$ cat config.mk
export PLATFORM = sky130hd
export DESIGN_NAME = rc4_prga_decrypt
export DESIGN_NICKNAME = d
export VERILOG_FILES = /design/src/rtl/rc4_prga_decrypt.sv
export SDC_FILE = /design/constraint.sdc
export NUM_CORES = 1
export LEC_CHECK = 0
export ABC_AREA = 0
export CAP_MARGIN = 15
export CORE_ASPECT_RATIO = 0.6
export CORE_MARGIN = 10
export CORE_UTILIZATION = 25
export CTS_BUF_LIST = sky130_fd_sc_hd__clkbuf_4 sky130_fd_sc_hd__clkbuf_8 sky130_fd_sc_hd__clkbuf_16
export DETAILED_ROUTE_END_ITERATION = 10
export PLACE_DENSITY = 0.5
export SYNTH_ARGS = -nofsm -noshare
export SYNTH_HDL_FRONTEND = slang
export SYNTH_SLANG_ARGS = --single-unit
$ cat constraint.sdc
create_clock -name clk -period 4.1 [get_ports clk]
set_input_delay 0.82 -clock clk [delete_from_list [all_inputs] [get_ports clk]]
set_output_delay 0.82 -clock clk [all_outputs]
set_load 0.01 [all_outputs]
$ cat src/rtl/rc4_prga_decrypt.sv
// RC4 keystream generator: swaps S[i]/S[j], reads the keystream byte, and XORs it
// with the encrypted ROM byte into the decrypted RAM, one byte every 13 cycles.
module rc4_prga_decrypt #(
    parameter int MSG_LEN = 32,
    parameter int MSG_AW  = 5
) (
    input  logic              clk,
    input  logic              reset,
    input  logic              start,
    input  logic [7:0]        s_q,
    output logic [7:0]        s_address,
    output logic [7:0]        s_data,
    output logic              s_wren,
    input  logic [7:0]        rom_q,
    output logic [MSG_AW-1:0] rom_address,
    output logic [MSG_AW-1:0] dec_address,
    output logic [7:0]        dec_data,
    output logic              dec_wren,
    output logic              busy,
    output logic              done
);

    localparam logic [MSG_AW-1:0] K_LAST = MSG_AW'(MSG_LEN - 1);

    typedef enum logic [3:0] {
        IDLE, RD_I, WT_I, CAP_I, RD_J, WT_J, CAP_J,
        WR_I, WR_J, RD_F, WT_F, CAP_F, WR_D, NEXT, DONE
    } state_t;

    state_t            state_q;
    logic [7:0]        i_q, j_q, si_q, sj_q, f_q, enc_q;
    logic [MSG_AW-1:0] k_q;
    logic [7:0]        s_address_q, s_data_q, dec_data_q;
    logic [MSG_AW-1:0] rom_address_q, dec_address_q;
    logic              s_wren_q, dec_wren_q, busy_q, done_q;

    always_ff @(posedge clk or posedge reset) begin
        if (reset) begin
            state_q       <= IDLE;
            i_q           <= '0;
            j_q           <= '0;
            k_q           <= '0;
            si_q          <= '0;
            sj_q          <= '0;
            f_q           <= '0;
            enc_q         <= '0;
            s_address_q   <= '0;
            s_data_q      <= '0;
            s_wren_q      <= 1'b0;
            rom_address_q <= '0;
            dec_address_q <= '0;
            dec_data_q    <= '0;
            dec_wren_q    <= 1'b0;
            busy_q        <= 1'b0;
            done_q        <= 1'b0;
        end else begin
            case (state_q)
                IDLE: begin
                    if (start) begin
                        i_q     <= '0;
                        j_q     <= '0;
                        k_q     <= '0;
                        busy_q  <= 1'b1;
                        state_q <= RD_I;
                    end
                end
                RD_I: begin
                    i_q         <= i_q + 8'd1;
                    s_address_q <= i_q + 8'd1;
                    s_wren_q    <= 1'b0;
                    state_q     <= WT_I;
                end
                WT_I: state_q <= CAP_I;
                CAP_I: begin
                    si_q    <= s_q;
                    j_q     <= j_q + s_q;
                    state_q <= RD_J;
                end
                RD_J: begin
                    s_address_q <= j_q;
                    state_q     <= WT_J;
                end
                WT_J: state_q <= CAP_J;
                CAP_J: begin
                    sj_q    <= s_q;
                    state_q <= WR_I;
                end
                WR_I: begin
                    s_address_q <= i_q;
                    s_data_q    <= sj_q;
                    s_wren_q    <= 1'b1;
                    state_q     <= WR_J;
                end
                WR_J: begin
                    s_address_q <= j_q;
                    s_data_q    <= si_q;
                    s_wren_q    <= 1'b1;
                    state_q     <= RD_F;
                end
                // Issued after both swap writes, so it sees post-swap S even if si+sj hits i or j.
                RD_F: begin
                    s_wren_q      <= 1'b0;
                    s_address_q   <= si_q + sj_q;
                    rom_address_q <= k_q;
                    state_q       <= WT_F;
                end
                WT_F: state_q <= CAP_F;
                CAP_F: begin
                    f_q     <= s_q;
                    enc_q   <= rom_q;
                    state_q <= WR_D;
                end
                WR_D: begin
                    dec_address_q <= k_q;
                    dec_data_q    <= f_q ^ enc_q;
                    dec_wren_q    <= 1'b1;
                    state_q       <= NEXT;
                end
                NEXT: begin
                    dec_wren_q <= 1'b0;
                    if (k_q == K_LAST) begin
                        busy_q  <= 1'b0;
                        done_q  <= 1'b1;
                        state_q <= DONE;
                    end else begin
                        k_q     <= k_q + 1'b1;
                        state_q <= RD_I;
                    end
                end
                DONE: begin
                    // Outputs return to zero on the way back to IDLE.
                    if (!start) begin
                        done_q        <= 1'b0;
                        s_address_q   <= '0;
                        s_data_q      <= '0;
                        rom_address_q <= '0;
                        dec_address_q <= '0;
                        dec_data_q    <= '0;
                        state_q       <= IDLE;
                    end
                end
                default: state_q <= IDLE;
            endcase
        end
    end

    assign s_address   = s_address_q;
    assign s_data      = s_data_q;
    assign s_wren      = s_wren_q;
    assign rom_address = rom_address_q;
    assign dec_address = dec_address_q;
    assign dec_data    = dec_data_q;
    assign dec_wren    = dec_wren_q;
    assign busy        = busy_q;
    assign done        = done_q;

endmodule

==> ci_impl_report.md, run 1 <==
## PnR job results

| Metric | Value |
|---|---|
| Status | `finished, final reports clean` |
| Synthesized area | `0.005164 mm^2` |
| Vias in the first global route | `4041` |
| Top cells by count | `dfrtp_1 (95), nand2_1 (65), o21ai_1 (29), mux2_1 (23), nor2_1 (22)` |
| Yosys warns | `0` |
| Core ar. | `0.02017 mm^2` |
| # fillers | `2071` |
| Critical path's largest stage delay | `0.93 ns` |
| PD cells | `375.0 mW/mm^2` |
| Die area | `0.02699 mm^2` |
| Hold WS | `around 0.48 ns` |
| M3 GR Usage | `0.03314` |
| Layout Nets | `585` |
| Post-CTS Setup Bufs | `0` |
| Max-cap violations | `0` |
| Pwr top | `registers` |
| CTS Buf Count | `9` |
| Pre-CTS setup slack | `1.108 ns` |
| Fmax | `351.5 MHz` |
| MUX share of area | `0.06663` |
| Setup crit end kind | `flip-flop` |
| Highest Signal Layer | `met4` |
| Share of flip-flops with an asynchronous set or reset | `1.000` |
| Yosys chip area | `between 0.005 and 0.006 mm^2` |
| R2R Setup Slk | `1.26 ns` |
| DRC | `0` |
| DR vias/cell | `4.894` |
| H-tree depth | `3` |
| Sequential group power | `about 1.1 mW` |
| Hpwl dp | `11060 um` |
| Post-synthesis net count | `538` |
| Count of final setup violators | `0` |
| Setup TNS | `0 ns` |
| Vias after detailed routing | `~4000` |
| Combinational logic power | `0.451 mW` |
| Final Cell Area | `0.006260 mm^2` |
| Number of hold buffers added after cts | `0` |
| Reg2reg end | `s_address[5]` |
| Hold path startpoint | `s_address[0]` |
| CTS tree | `built` |
| Ys flop type | `dfrtp_1` |
| Final RePlAce weighted congestion | `around 0.87` |
| Sequential power share | `0.473` |
| Slew HR | `0.2938` |
| Top cells by area | `dfrtp_1 (46%), mux2_1 (5.0%), nand2_1 (4.7%), ha_1 (4.1%), a22o_1 (3.4%)` |
run 1: cell type report:
cell class	instances	area, um^2	area share
clock buffers	9	225.2	0.03598
clock inverters	6	46.29	0.007396
inverters	11	42.54	0.006796
multi-input cells	368	2609	0.4167
flip-flops and latches	95	2377	0.3798
well taps	273	341.6	0.05457
repair buffers	62	618.1	0.09874
run 1: registers in the layout, indices dropped and copies added, names as in the netlist, 8 cells and up:
register and flops:
enc_q 8, s_data 8, i_q 8, dec_data 8
s_address 8, j_q 8, si_q 8, f_q 8
sj_q 8
run 1: worst min-delay path by stage:
stage               slack, ns      endpoint
global route             0.52  s_address[1]
floorplan                0.48       si_q[0]
detailed placement       0.47      dec_wren
finish                   0.48  s_address[0]
global placement         0.47  s_address[2]
CTS                      0.49      dec_wren
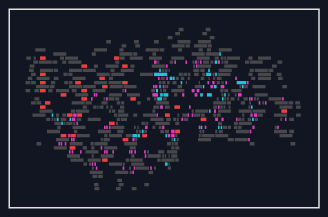
Figure 1: run 1, logic cells by family.
Drawn at 1.5 px/um.
- nor cells: cyan (cells 39; most used nor2_1; where middle)
- mux cells: red (cells 31; most used mux2_1)
- nand cells: magenta (cells 93; most used nand2_1)
most numerous logic cell after layout: dfrtp_1
non-filler cells, final: 824

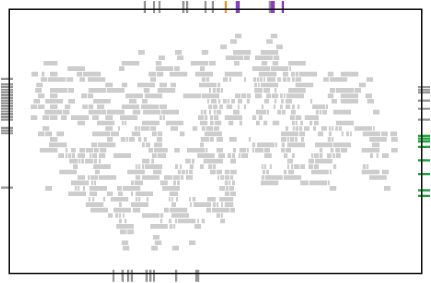
Figure 2: run 1, ports around the boundary.
Drawn at 2 px/um. Pins as bars across the die edge, other pins in gray.
- s_address: green (pins 8; direction output; edge right)
- dec_address: purple (pins 5; direction output; edge top)
- done: orange (pins 1; direction output; edge top)
- all pins by edge: 19 left, 14 top, 14 right, 10 bottom
die width: 205.5 um
die y size: 131.3 um
port bufs: 56

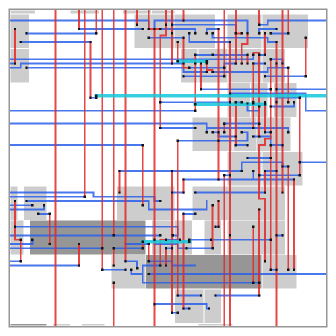
Figure 3: run 1, layout detail.
Region (90, 27) to (115, 52) um. Cells in gray, sequential cells in the stronger gray; small squares are vias.
- M1: blue
- M3: cyan
- M2: red
- cells with their middle in the window: 31
- sequential cells in the window: 2
- netlist names of flops here include: si_q (1), sj_q (1)
- most frequent: a21oi_1 (3), inv_1 (3)

Figure 4. Placement by cell class (run 1).
Drawn at 2 px/um.
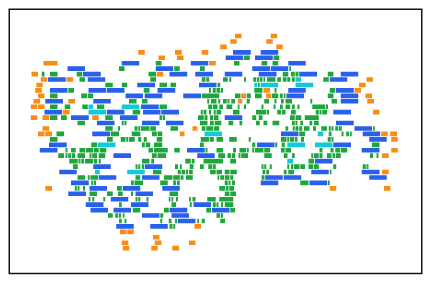

## Run 2: what changed since run 1
- clock period: 4.1 -> 3 ns (I/O delays scaled with it)
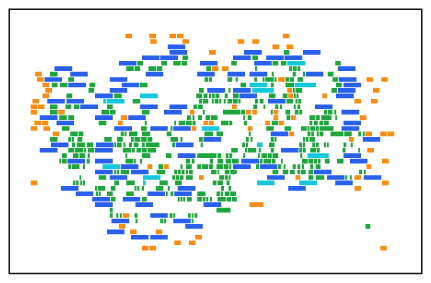
Figure 5: run 2, placement by cell class.
Drawn at 2 px/um.
- registers: blue (cells 95)
- clock drivers and dummy loads: cyan (cells 15)
- remaining logic cells: green (cells 379)
- remaining buffers and delay cells: orange (cells 81)
Core Util, Final: 0.3208
Final Cell Area: 0.006470 mm^2
Core ar.: 0.02017 mm^2

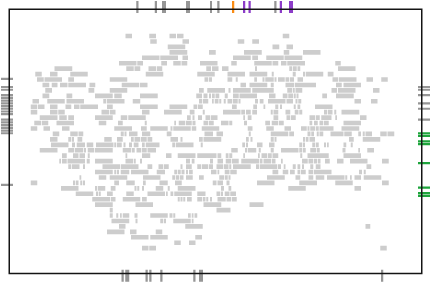
Figure 6: run 2, ports around the boundary.
Drawn at 2 px/um. Pins as bars across the die edge, other pins in gray.
- s_address: green (pins 8; direction output; edge right)
- done: orange (pins 1; direction output; edge top)
- dec_address: purple (pins 5; direction output; edge top)
- all pins by edge: 18 left, 15 top, 14 right, 10 bottom

==> ci_impl_report.md, run 2 <==
## PnR job results

| Metric | Value |
|---|---|
| Top cells by area | `dfrtp_1 (46%), mux2_1 (5.0%), nand2_1 (4.7%), ha_1 (4.1%), a22o_1 (3.4%)` |
| Pre-CTS setup slack | `0.2507 ns (-0.8575 ns)` |
| Most numerous logic cell after layout | `dfrtp_1` |
| Post-synthesis net count | `538 (unchanged)` |
| CTS tree | `built` |
| DR vias/cell | `4.867 (-0.55%)` |
| Synthesized area | `0.005164 mm^2 (unchanged)` |
| Critical path's largest stage delay | `0.91 ns (-0.02 ns)` |
| Critical-path cell list | `and4b_1 -> a311oi_2 -> a2111oi_0 -> buf_4 -> o31ai_1` |
| Top cells by count | `dfrtp_1 (95), nand2_1 (65), o21ai_1 (29), mux2_1 (23), nor2_1 (22)` |
| Sequential group power | `1.52 mW (+37%)` |
| Layout Nets | `604 (+3.2%)` |
| Hpwl dp | `11300 um (+2.1%)` |
| Reg2reg end | `s_address[5]` |
| Vias in the first global route | `4141 (+2.5%)` |
| Vias after detailed routing | `4108 (+1.9%)` |
| Combinational logic power | `0.618 mW (+37%)` |
| Count of final setup violators | `0 (unchanged)` |
| Yosys warns | `0 (unchanged)` |
| Storage cell area | `0.002377 mm^2 (unchanged)` |
| DRC | `0 (unchanged)` |
| PD cells | `536.0 mW/mm^2 (+43%)` |
| Share of flip-flops with an asynchronous set or reset | `1.000 (unchanged)` |
| Port bufs | `56 (unchanged)` |
| H-tree depth | `3 (unchanged)` |
| Non-filler cells, final | `844 (+2.4%)` |
| R2R Setup Slk | `0.35 ns (-0.91 ns)` |
| Initial antenna violation count | `1` |
| Die width | `205.5 um (unchanged)` |
| WHS Endpoint | `s_address[3]` |
| Status | `finished, final reports clean` |
| Hold WS | `0.4836 ns (+0.001663 ns)` |
| Hold path startpoint | `s_address[3]` |
| Pwr top | `registers` |
| Max-cap violations | `0 (unchanged)` |
| CTS Buf Count | `9 (unchanged)` |
| Slew HR | `0.2839 (-0.009920)` |
| Die area | `0.02699 mm^2 (unchanged)` |
| MUX share of area | `0.06663 (unchanged)` |
| Yosys chip area | `0.005164 mm^2 (unchanged)` |
| # fillers | `2050 (-1.0%)` |
| Logic area | `0.002609 mm^2 (unchanged)` |
| Sequential power share | `0.438 (-0.035)` |
[run 2: cell counts after synthesis]
Identical to the previous run, type by type.
[run 2: cell type report]
cell class | count | share of cell area
Multi-Input combinational cell | 368 | 0.4032
Sequential cell | 95 | 0.3674
Timing Repair Buffer | 81 | 0.1176
Tap cell | 273 | 0.05279
Clock buffer | 9 | 0.03481
Clock inverter | 6 | 0.01682
Inverter | 11 | 0.006962
Antenna cell | 1 | 0.0003868
[run 2: worst register-to-register path, cell delays in order, from the launching register on]
cell and delay (ns):
dfrtp_1 0.56, and4b_1 0.32, a311oi_2 0.92, a2111oi_0 0.28
buf_4 0.23, o31ai_1 0.25
[run 2: metal layers]
layer,GRT usage,part of all wire
met3,0.03289,0.066
met2,0.1488,0.39
met5,0,0
met4,0.02521,0.010
met1,0.1730,0.54
Figure 7. Logic cells by family (run 2).
Drawn at 1.5 px/um.
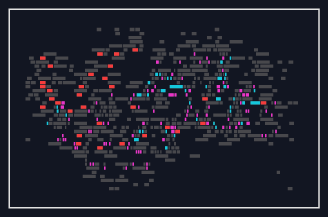

## Run 3: what changed since run 2
- REMOVE_ABC_BUFFERS: unset -> 1
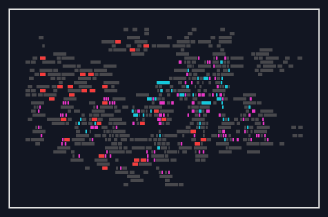
Figure 8: run 3, logic cells by family.
Drawn at 1.5 px/um.
- nand cells: magenta (cells 93; most used nand2_1)
- nor cells: cyan (cells 39; most used nor2_1)
- mux cells: red (cells 31; most used mux2_1)
fraction of area in multi-input gates: 0.4077
non-filler cells, final: 836

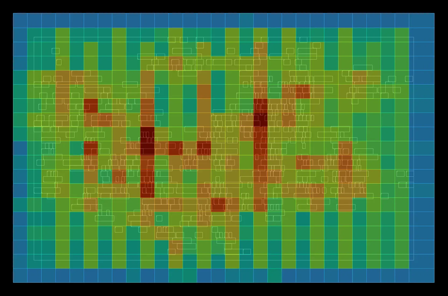
Figure 9: run 3, congestion heat map.
WL per Instance: 18.03 um
M3 GR Usage: 0.03117

==> ci_impl_report.md, run 3 <==
## PnR job results

| Metric | Value |
|---|---|
| Storage cell area | `0.002377 mm^2 (unchanged)` |
| Die width | `205.5 um (unchanged)` |
| Logic area | `0.002609 mm^2 (unchanged)` |
| Top cells by area | `dfrtp_1 (46%), mux2_1 (5.0%), nand2_1 (4.7%), ha_1 (4.1%), a22o_1 (3.4%)` |
| Well Taps | `273 (unchanged)` |
| Num sequential | `95 (unchanged)` |
| Slew HR | `0.2303 (-0.05357)` |
| Reg2reg end | `s_address[5]` |
| Hold path startpoint | `dec_wren` |
| DR vias/cell | `4.896 (+0.59%)` |
| WHS Endpoint | `dec_wren` |
| Pwr top | `registers` |
| Status | `finished, final reports clean` |
| Most numerous logic cell after layout | `dfrtp_1` |
| # diodes | `0 (-1)` |
| Yosys chip area | `0.005164 mm^2 (unchanged)` |
| Fraction of area in clock buffers and inverters | `0.05104 (-0.0005977)` |
| Layout Nets | `596 (-1.3%)` |
| Vias after detailed routing | `4093 (-0.37%)` |
| CTS tree | `built` |
| Buffers, non-clock | `73 (-9.9%)` |
| Non-clock inverters | `11 (unchanged)` |
| Hpwl dp | `11290 um (about the same)` |
| Sequential power share | `0.446 (+0.008)` |
| Vias in the first global route | `3949 (-4.6%)` |
| Top cells by count | `dfrtp_1 (95), nand2_1 (65), o21ai_1 (29), mux2_1 (23), nor2_1 (22)` |
| Port bufs | `56 (unchanged)` |
| CTS Buf Count | `9 (unchanged)` |
| Initial antenna violation count | `0 (-1)` |
| MUX share of area | `0.06663 (unchanged)` |
| Share of flip-flops with an asynchronous set or reset | `1.000 (unchanged)` |
| Core ar. | `0.02017 mm^2 (unchanged)` |
| Critical-path cell list | `ha_1 -> a211o_1 -> a21oi_1 -> mux2i_1 -> a2111oi_0 -> o31ai_1` |
| Sequential share of cell area | `0.3715 (+0.004095)` |
| Yosys warns | `0 (unchanged)` |
| Synthesized area | `0.005164 mm^2 (unchanged)` |
## run 3: cell counts after synthesis
Identical to the previous run, type by type.
## run 3: through the flow
step / area [um^2] / worst slack (ns) / util / TNS [ns]
finish: 6399 / 0.3548 / 0.3172 / 0
global route: 6399 / 0.3677 / 0.3172 / 0
CTS: 6399 / 0.5096 / 0.3172 / 0
detailed placement: 6072 / 0.2453 / 0.3011 / 0
global placement: 6072 / 0.2627 / 0.3011 / 0
floorplan: 5027 / -0.07702 / - / -7.317
## run 3: routing by layer
layer / wire length, um / vias to the layer above / global-route usage
met2: 6207 / 116 / 0.1515
li1: - / 1959 / -
met3: 827 / 16 / 0.03117
met1: 7894 / 2002 / 0.1673
met5: 0 / - / 0
met4: 145 / 0 / 0.02481
No activity file was given, so power comes from the tool's default toggle rates.
